### src/rtl/cdb_broadcast_arbiter.sv
// Common-data-bus arbiter: grants one FU result per cycle into a tag+data FIFO and broadcasts one per cycle.
// Optional BCAST_BYPASS_EN: a grant into an empty, un-halted queue goes straight to the output register.
module cdb_broadcast_arbiter #(
  parameter int NUM_FU        = 8,
  parameter int DATA_WIDTH    = 32,
  parameter int TAG_WIDTH     = 7,
  parameter int QUEUE_DEPTH   = 16,
  parameter int PRIORITY_MODE = 0
) (
  input  logic                           clk,
  input  logic                           rst,
  input  logic [NUM_FU-1:0]              fu_valid,
  input  logic [NUM_FU*DATA_WIDTH-1:0]   fu_data,
  input  logic [NUM_FU*TAG_WIDTH-1:0]    fu_tag,
  output logic [NUM_FU-1:0]              fu_ack,
  input  logic                           halt,
  input  logic                           flush,
  output logic                           bcast_valid,
  output logic [TAG_WIDTH-1:0]           bcast_tag,
  output logic [DATA_WIDTH-1:0]          bcast_data,
  output logic [$clog2(QUEUE_DEPTH):0]   queue_count,
  output logic                           queue_full,
  output logic                           queue_empty
);
  localparam int AW = $clog2(QUEUE_DEPTH);
  localparam int PW = $clog2(NUM_FU);

  typedef struct packed {
    logic [TAG_WIDTH-1:0]  tag;
    logic [DATA_WIDTH-1:0] data;
  } entry_t;

  entry_t          lane [NUM_FU];
  entry_t          mem  [QUEUE_DEPTH];
  entry_t          sel;
  logic [PW-1:0]   idx;
  logic            found, grant, push, pop, bypass;
  logic [AW-1:0]   wr_ptr, rd_ptr;

  for (genvar g = 0; g < NUM_FU; g++) begin : g_lane
    assign lane[g] = {fu_tag[g*TAG_WIDTH +: TAG_WIDTH], fu_data[g*DATA_WIDTH +: DATA_WIDTH]};
  end

  if (PRIORITY_MODE == 1) begin : g_fixed
    // Ascending scan: the last hit is the highest valid index.
    always_comb begin
      found = 1'b0;
      idx   = '0;
      for (int i = 0; i < NUM_FU; i++)
        if (fu_valid[i]) begin
          found = 1'b1;
          idx   = PW'(i);
        end
    end
  end else begin : g_rr
    logic [PW-1:0]     ptr, off;
    logic [PW:0]       sum;
    logic [NUM_FU-1:0] rot;

    // Rotate so bit 0 is the FU at ptr; the lowest set bit is the winner.
    assign rot = NUM_FU'({fu_valid, fu_valid} >> ptr);

    always_comb begin
      found = 1'b0;
      off   = '0;
      for (int k = NUM_FU-1; k >= 0; k--)
        if (rot[k]) begin
          found = 1'b1;
          off   = PW'(k);
        end
      sum = {1'b0, ptr} + {1'b0, off};
      if (sum >= (PW+1)'(NUM_FU)) sum = sum - (PW+1)'(NUM_FU);
      idx = sum[PW-1:0];
    end

    always_ff @(posedge clk) begin
      if (rst)        ptr <= '0;
      else if (grant) ptr <= (idx == PW'(NUM_FU-1)) ? '0 : idx + 1'b1;
    end
  end

  assign grant  = found & ~queue_full & ~flush & ~rst;
  assign fu_ack = grant ? (NUM_FU'(1) << idx) : '0;
  assign sel    = lane[idx];
  assign pop    = ~queue_empty & ~halt;
`ifdef BCAST_BYPASS_EN
  assign bypass = grant & queue_empty & ~halt;
`else
  assign bypass = 1'b0;
`endif
  assign push   = grant & ~bypass;

  assign queue_full  = (queue_count == (AW+1)'(QUEUE_DEPTH));
  assign queue_empty = (queue_count == '0);

  always_ff @(posedge clk) begin
    if (push) mem[wr_ptr] <= sel;
  end

  always_ff @(posedge clk) begin
    if (rst) begin
      wr_ptr      <= '0;
      rd_ptr      <= '0;
      queue_count <= '0;
      bcast_valid <= 1'b0;
      bcast_tag   <= '0;
      bcast_data  <= '0;
    end else if (flush) begin
      wr_ptr      <= '0;
      rd_ptr      <= '0;
      queue_count <= '0;
      bcast_valid <= 1'b0;
    end else begin
      if (push) wr_ptr <= wr_ptr + 1'b1;
      if (pop)  rd_ptr <= rd_ptr + 1'b1;
      case ({push, pop})
        2'b10:   queue_count <= queue_count + 1'b1;
        2'b01:   queue_count <= queue_count - 1'b1;
        default: queue_count <= queue_count;
      endcase
      if (pop) begin
        bcast_valid <= 1'b1;
        bcast_tag   <= mem[rd_ptr].tag;
        bcast_data  <= mem[rd_ptr].data;
      end else if (bypass) begin
        bcast_valid <= 1'b1;
        bcast_tag   <= sel.tag;
        bcast_data  <= sel.data;
      end else begin
        bcast_valid <= 1'b0;
      end
    end
  end
endmodule
### config.mk
export PLATFORM = sky130hd
export DESIGN_NAME = cdb_broadcast_arbiter
export DESIGN_NICKNAME = d
export VERILOG_FILES = /design/src/rtl/cdb_broadcast_arbiter.sv
export SDC_FILE = /design/constraint.sdc
export NUM_CORES = 1
export LEC_CHECK = 0
export CAP_MARGIN = 5
export CORE_MARGIN = 5
export CORE_UTILIZATION = 40
export CTS_CLUSTER_DIAMETER = 60
export CTS_CLUSTER_SIZE = 10
export DETAILED_ROUTE_END_ITERATION = 10
export PLACE_DENSITY = 0.71
export REMOVE_ABC_BUFFERS = 1
export SYNTH_ARGS = -nofsm -noshare
export SYNTH_HDL_FRONTEND = slang
export SYNTH_SLANG_ARGS = --single-unit
export TNS_END_PERCENT = 100
### constraint.sdc
create_clock -name clk -period 23.6 [get_ports clk]
set_input_delay 7.08 -clock clk [delete_from_list [all_inputs] [get_ports clk]]
set_output_delay 7.08 -clock clk [all_outputs]
set_load 0.02 [all_outputs]
==> run_1/layer_met3.png <==
Bar = 100 um.
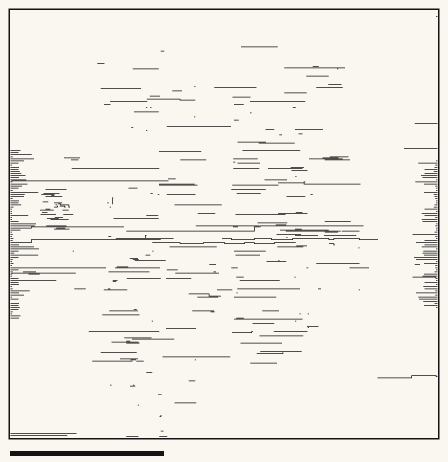
244 nets have wire on it. The layer holds 6.4% of the routed length. The longest straight run is 102 um. The wires run mostly horizontal. The layer carries 4370 um of wire.
drt total wl: 68500 um
vias: 15000

==> run_1/cell_density.png <==
The die is cut into 28 by 28 equal tiles; white is low, dark blue is high, 0 to 100% covered.
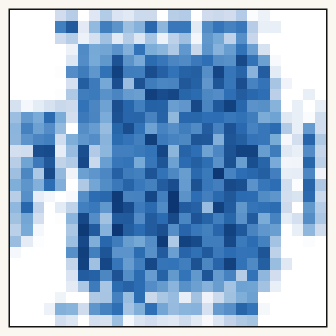
The mean over all tiles is 45%. The fullest tile reaches 98%. 20% of the tiles are nearly empty.

==> run_1/placement_by_type.png <==
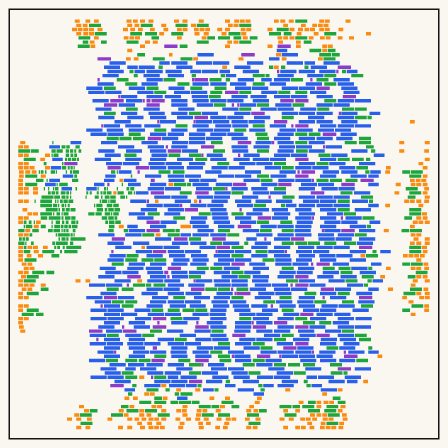
clock drivers and dummy loads: marked purple, cells 143. combinational and other logic: marked green, cells 536. remaining buffers and delay cells: marked orange, cells 385. sequential cells: marked blue, cells 680.
Core Area: 71400 sq um
FP Rows: 98

==> run_1/flops_by_reg.png <==
Bar = 100 um. Other sequential cells in the stronger gray, the rest of the logic in the fainter gray.
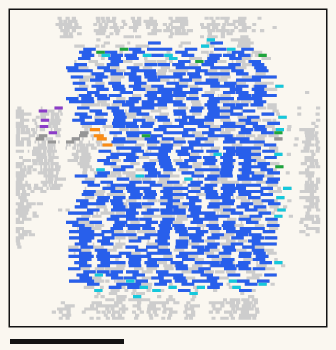
bcast_tag: marked green, sequential cells 7. bcast_data: marked cyan, sequential cells 32. mem: marked blue, sequential cells 624. rd_ptr: marked orange, sequential cells 4. queue_count: marked purple, sequential cells 5.
Another 8 sequential cells are not colored.

[run 1: per-stage QoR]
stage	setup WS, ns	hold slack [ns]
6_report	4.40	0.477
4_1_cts	4.36	0.484
5_1_grt	4.14	0.505
3_3_place_gp	4.51	0.463
2_1_floorplan	4.56	0.487
3_5_place_dp	4.39	0.466
[run 1: final timing paths]
path,slack [ns],depth (start not counted),end,start
min reg2reg,0.48,1,bcast_data[14],bcast_data[14]
min,0.48,1,bcast_data[14],bcast_data[14]
max,4.40,13,fu_ack[7],fu_valid[0]
max reg2reg,18.17,10,mem[6][32],g_rr.ptr[0]
[run 1: final cells by class]
cell class                      count  area share
Clock buffer                      136      0.0625
Clock inverter                      7     0.00140
Inverter                           15     0.00164
Multi-Input combinational cell    521       0.238
Sequential cell                   680       0.556
Tap cell                          950      0.0332
Timing Repair Buffer              385       0.108
==> impl_metrics.py, run 1 <==
# Flow results
metrics = {
    "outcome": {
        "status": "complete, no violations",
    },
    "setup_path": {
        "critPathBufInv": 3,
        "critPathTopFamily": "buffers and inverters",
        "cp-end-kind": "output port",
        "path_class": "input port to output port",
        "critical_path_peak_fanout": 55,
        "cp.required_ns": 16.52,
        "worst_path_max_delay_cell": "fa_4",
        "critPathLaunchType": "input port",
        "cp_cell_sequence": "clkdlybuf4s50_1, mux4_2, a21oi_1, o21a_1, o31a_1, o22ai_1, ha_4, fa_4, buf_4, ha_1, ha_1, and2_1, clkdlybuf4s50_1",
    },
    "global_route": {
        "antenna_found_initial": 2,
        "gr-total-overflow": 0,
        "met3_usage": 0.0329,
        "grt_max_degree": 116,
        "gr-max-usage-layer": "met2",
        "grt_usage": 0.174,
    },
    "power": {
        "power_density_nw_per_um2": 112,
        "finalPower_mw": 4.01,
        "comb_power_share": 0.281,
        "power.group.top": "registers",
        "p_seq_frac": 0.449,
        "p_sw_frac": 0.274,
    },
    "layout": {
        "instances_no_fill": 2694,
        "drive_above_1_share": 0.256,
        "final_cell_area_sq_um": 35800,
        "diodes": 0,
        "combGateArea_sq_um": 8500,
        "fin_util": 0.501,
        "final.fill_count": 5597,
        "top_register": "mem",
        "largest_reg_flops": 624,
    },
    "detailed_routing": {
        "vias_per_cell": 5.56,
        "met3_length_um": 4370,
        "drc": 0,
        "routedWlPerCell_um": 25.4,
    },
    "final_timing": {
        "period_minus_slack_ns": 19.20,
        "tightest_slew_ns": 1.09,
        "slew_headroom": 0.274,
        "drv_slew": 0,
    },
    "clock_network": {
        "ctsHoldBuffers": 0,
        "htreeDepth": 3,
        "postCtsSetupBuffers": 0,
        "clock_latency_ns": 0.60,
        "clk_pin_slew_ns": 0.05,
    },
    "place": {
        "port_buffers": 378,
        "dp_hpwl_um": 37100,
        "place_inst": 2551,
    },
    "yosys": {
        "netlist.area_leader.share": 0.653,
        "yosysSeqAreaShare": 0.692,
        "syn_inst": 1304,
        "synthSimpleGateAreaFrac": 0.0158,
        "yosys_warnings": 0,
        "synthesis.area_sq_um": 28700,
        "synth.area.mux_share": 0.244,
        "synth_top_cell_by_area": "edfxtp_1",
        "ff_type": "edfxtp_1",
        "yosys.area_share.adder": 0.00724,
        "synthXorXnorAreaFrac": 0.00370,
    },
    "floorplan": {
        "die_h_um": 278,
        "die.size.x_um": 278,
    },
    "flow_run": {
        "cap_viol_max_count": 0,
    },
}
==> run_1/placement.png <==
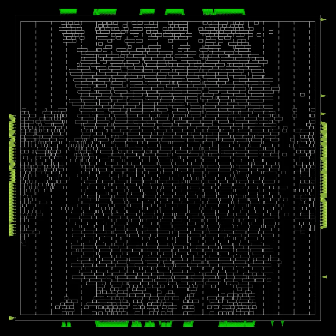

==> run 2: changes to the inputs <==
--- a/config.mk
+++ b/config.mk
@@ -11,7 +11,7 @@
 export CTS_CLUSTER_DIAMETER = 60
 export CTS_CLUSTER_SIZE = 10
 export DETAILED_ROUTE_END_ITERATION = 10
-export PLACE_DENSITY = 0.71
+export PLACE_DENSITY = 0.73
 export REMOVE_ABC_BUFFERS = 1
 export SYNTH_ARGS = -nofsm -noshare
 export SYNTH_HDL_FRONTEND = slang
==> constraint.sdc (replaced) <==
create_clock -name clk -period 16.2 [get_ports clk]
set_input_delay 4.86 -clock clk [delete_from_list [all_inputs] [get_ports clk]]
set_output_delay 4.86 -clock clk [all_outputs]
set_load 0.02 [all_outputs]
==> run_2/placement.png <==
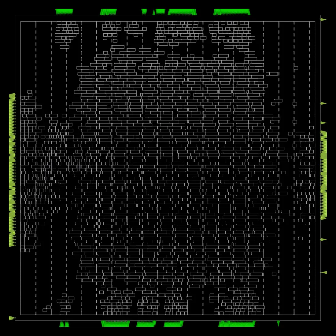
FILL cells: 5597
Tap Cells: 950
Final Util: 0.502
flop share of the area: 0.555

==> run_2/layer_met3.png <==
Bar = 100 um.
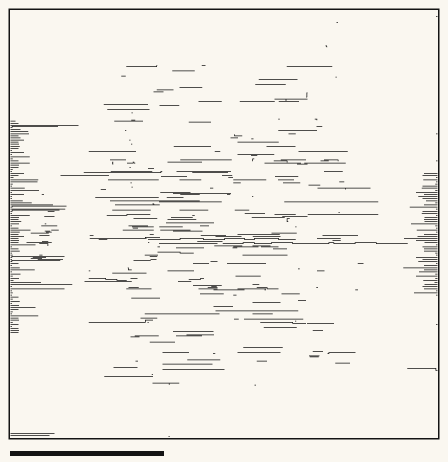
The layer carries 4970 um of wire. The layer holds 7.2% of the routed length. The longest straight run is 60.7 um. The wires run mostly horizontal. 256 nets have wire on it.
met3 Use GR: 0.0327
drt total wl: 68700 um

==> impl_metrics.py, run 2 <==
# Flow results
metrics = {
    "global_route": {
        "met1_usage": 0.235,
        "grtUsageMet2": 0.298,
        "grt_max_degree": 66,
        "grt_usage": 0.174,
        "gr-total-overflow": 0,
        "grt_pass1_vias": 16500,
        "antenna_found_initial": 0,
        "gr-max-usage-layer": "met2",
        "grt_pass1_wl_um": 102000,
    },
    "setup_path": {
        "crit_start": "fu_valid[6]",
        "endpoint": "fu_ack[7]",
        "path_class": "input port to output port",
        "cp.required_ns": 11.34,
        "max_stage_delay_ns": 1.37,
        "rr_worst_depth": 10,
        "critPathLaunchType": "input port",
        "critPathTopFamily": "adder cells",
        "critPathBufInv": 2,
        "rr_startpoint": "g_rr.ptr[0]",
        "cp_cell_sequence": "clkdlybuf4s50_1, mux4_2, a21oi_1, nand2_1, o2111ai_1, o22ai_1, ha_4, fa_4, ha_1, ha_1, and2_1, clkdlybuf4s50_1",
        "r2r-end": "mem[13][0]",
        "path_depth": 12,
        "worst_path_max_delay_cell": "fa_4",
        "cp-end-kind": "output port",
        "r2r_slack_ns": 10.71,
        "critical_path_peak_fanout": 49,
    },
    "layout": {
        "mostFrequentLayoutCells": "624 x edfxtp_1, 378 x clkdlybuf4s50_1, 280 x mux4_2, 82 x clkbuf_16, 59 x clkbuf_1",
        "nClkBuffers": 141,
        "area_growth_pct": 24.7,
        "regArea_sq_um": 19900,
        "clk_share": 0.0648,
        "diodes": 1,
        "nonClockBufferCount": 387,
        "dominant-cell-class": "registers",
        "num-nets-final": 2023,
        "inv_count": 15,
        "sh_comb_area": 0.237,
        "combGateArea_sq_um": 8500,
        "buf_share": 0.108,
        "logic_gates": 521,
        "drive_above_1_share": 0.256,
        "instances_no_fill": 2700,
        "ff_count": 680,
        "largest_reg_flops": 624,
        "top_register": "mem",
    },
    "yosys": {
        "ff_type": "edfxtp_1",
        "compound_area_frac": 0.0219,
        "synthesis.area_sq_um": 28700,
        "syn_inst": 1304,
        "edf_count": 624,
        "ys_top_cells_by_area": "edfxtp_1 65%, mux4_2 22%, dfxtp_1 3.9%",
        "logic_family": "multiplexers",
        "netlist.area_leader.share": 0.653,
        "yosys.area_share.adder": 0.00724,
        "synthXorXnorAreaFrac": 0.00370,
        "yosysSeqAreaShare": 0.692,
        "common_cells": "624 x edfxtp_1, 280 x mux4_2, 59 x clkbuf_1",
        "syn_avg_cell_area_sq_um": 22.0,
        "synth_top_cell_by_area": "edfxtp_1",
        "async_flop_share": 0,
        "synth.area.mux_share": 0.244,
        "ys_cells": 1304,
        "yosys_warnings": 0,
        "synthSimpleGateAreaFrac": 0.0158,
        "post-synth-top-count-cell": "edfxtp_1",
    },
    "power": {
        "ir_worst_vdd_uv": 152,
        "p_leak_nw": 11.2,
        "finalPower_mw": 5.87,
        "power_density_nw_per_um2": 164,
    },
    "final_timing": {
        "finalCritPeriodShare": 0.885,
        "worst_slack_ns": 1.86,
        "drv_slew": 0,
        "tightest_slew_ns": 1.12,
        "slew_headroom": 0.250,
        "period_minus_slack_ns": 14.34,
    },
    "min_path": {
        "holdPathEnd": "bcast_data[13]",
        "hp-class": "flip-flop to flip-flop",
        "hold_path_depth": 1,
        "hp-start": "bcast_data[13]",
    },
    "detailed_routing": {
        "wl_met2_um": 35100,
        "drtIter0Drc": 1064,
        "met3_length_um": 4970,
        "top_layer_used": "met4",
        "via_count": 15000,
        "drc": 0,
        "routedWlPerCell_um": 25.4,
        "wl_met1_um": 27600,
        "ant_nets": 0,
        "drt_pre_antenna_iters": 5,
        "vias_per_cell": 5.54,
    },
    "clock_network": {
        "clk_pin_slew_ns": 0.05,
        "cts_buffer_depth": 3,
        "clockRootBuffer": "clkbuf_16",
        "clock_sinks": 680,
        "ctsResizeCount": 0,
        "clock_latency_ns": 0.60,
        "ctsHoldBuffers": 0,
        "cts_buffers": 78,
        "htreeDepth": 3,
        "postCtsSetupBuffers": 0,
    },
    "floorplan": {
        "fp_util": 0.402,
        "dieArea_sq_um": 77200,
        "io_pins": 379,
        "die.size.x_um": 278,
        "die_h_um": 278,
        "coreArea_sq_um": 71400,
        "fp-row-count": 98,
    },
    "place": {
        "dp_slack_ns": 1.92,
        "port_buffers": 378,
        "place_inst": 2553,
        "finalWeightedCongestion": 0.783,
        "dp_hpwl_um": 37200,
    },
    "flow_run": {
        "warnings": 33,
        "cap_viol_max_count": 0,
    },
    "outcome": {
        "status": "complete, no violations",
    },
}
run 2: where the power goes:
part	switching, mW	internal [mW]
registers	0.0288	2.60
logic	0.933	0.721
clock network	0.652	0.945
run 2: kinds of logic (layout without fill, tap and decap cells):
family                     count (synthesis)  count (layout)
AOI/OAI and AO/OA                         78              78
other                                      0               1
muxes                                    330             330
adders and majority gates                 16              16
and+or+nand+nor                           87              87
buffers and inverters                    103             548
DFF                                      680             680
xor gates and xnor gates                  10              10
run 2: stage by stage:
step	hold WS (ns)	area (sq um)
global placement	0.466	33500
CTS	0.479	35800
global route	0.498	35800
finish	0.476	35800
floorplan	0.487	28300
detailed placement	0.466	33500
Power figures rest on the tool's default switching activity, not on a simulated workload.
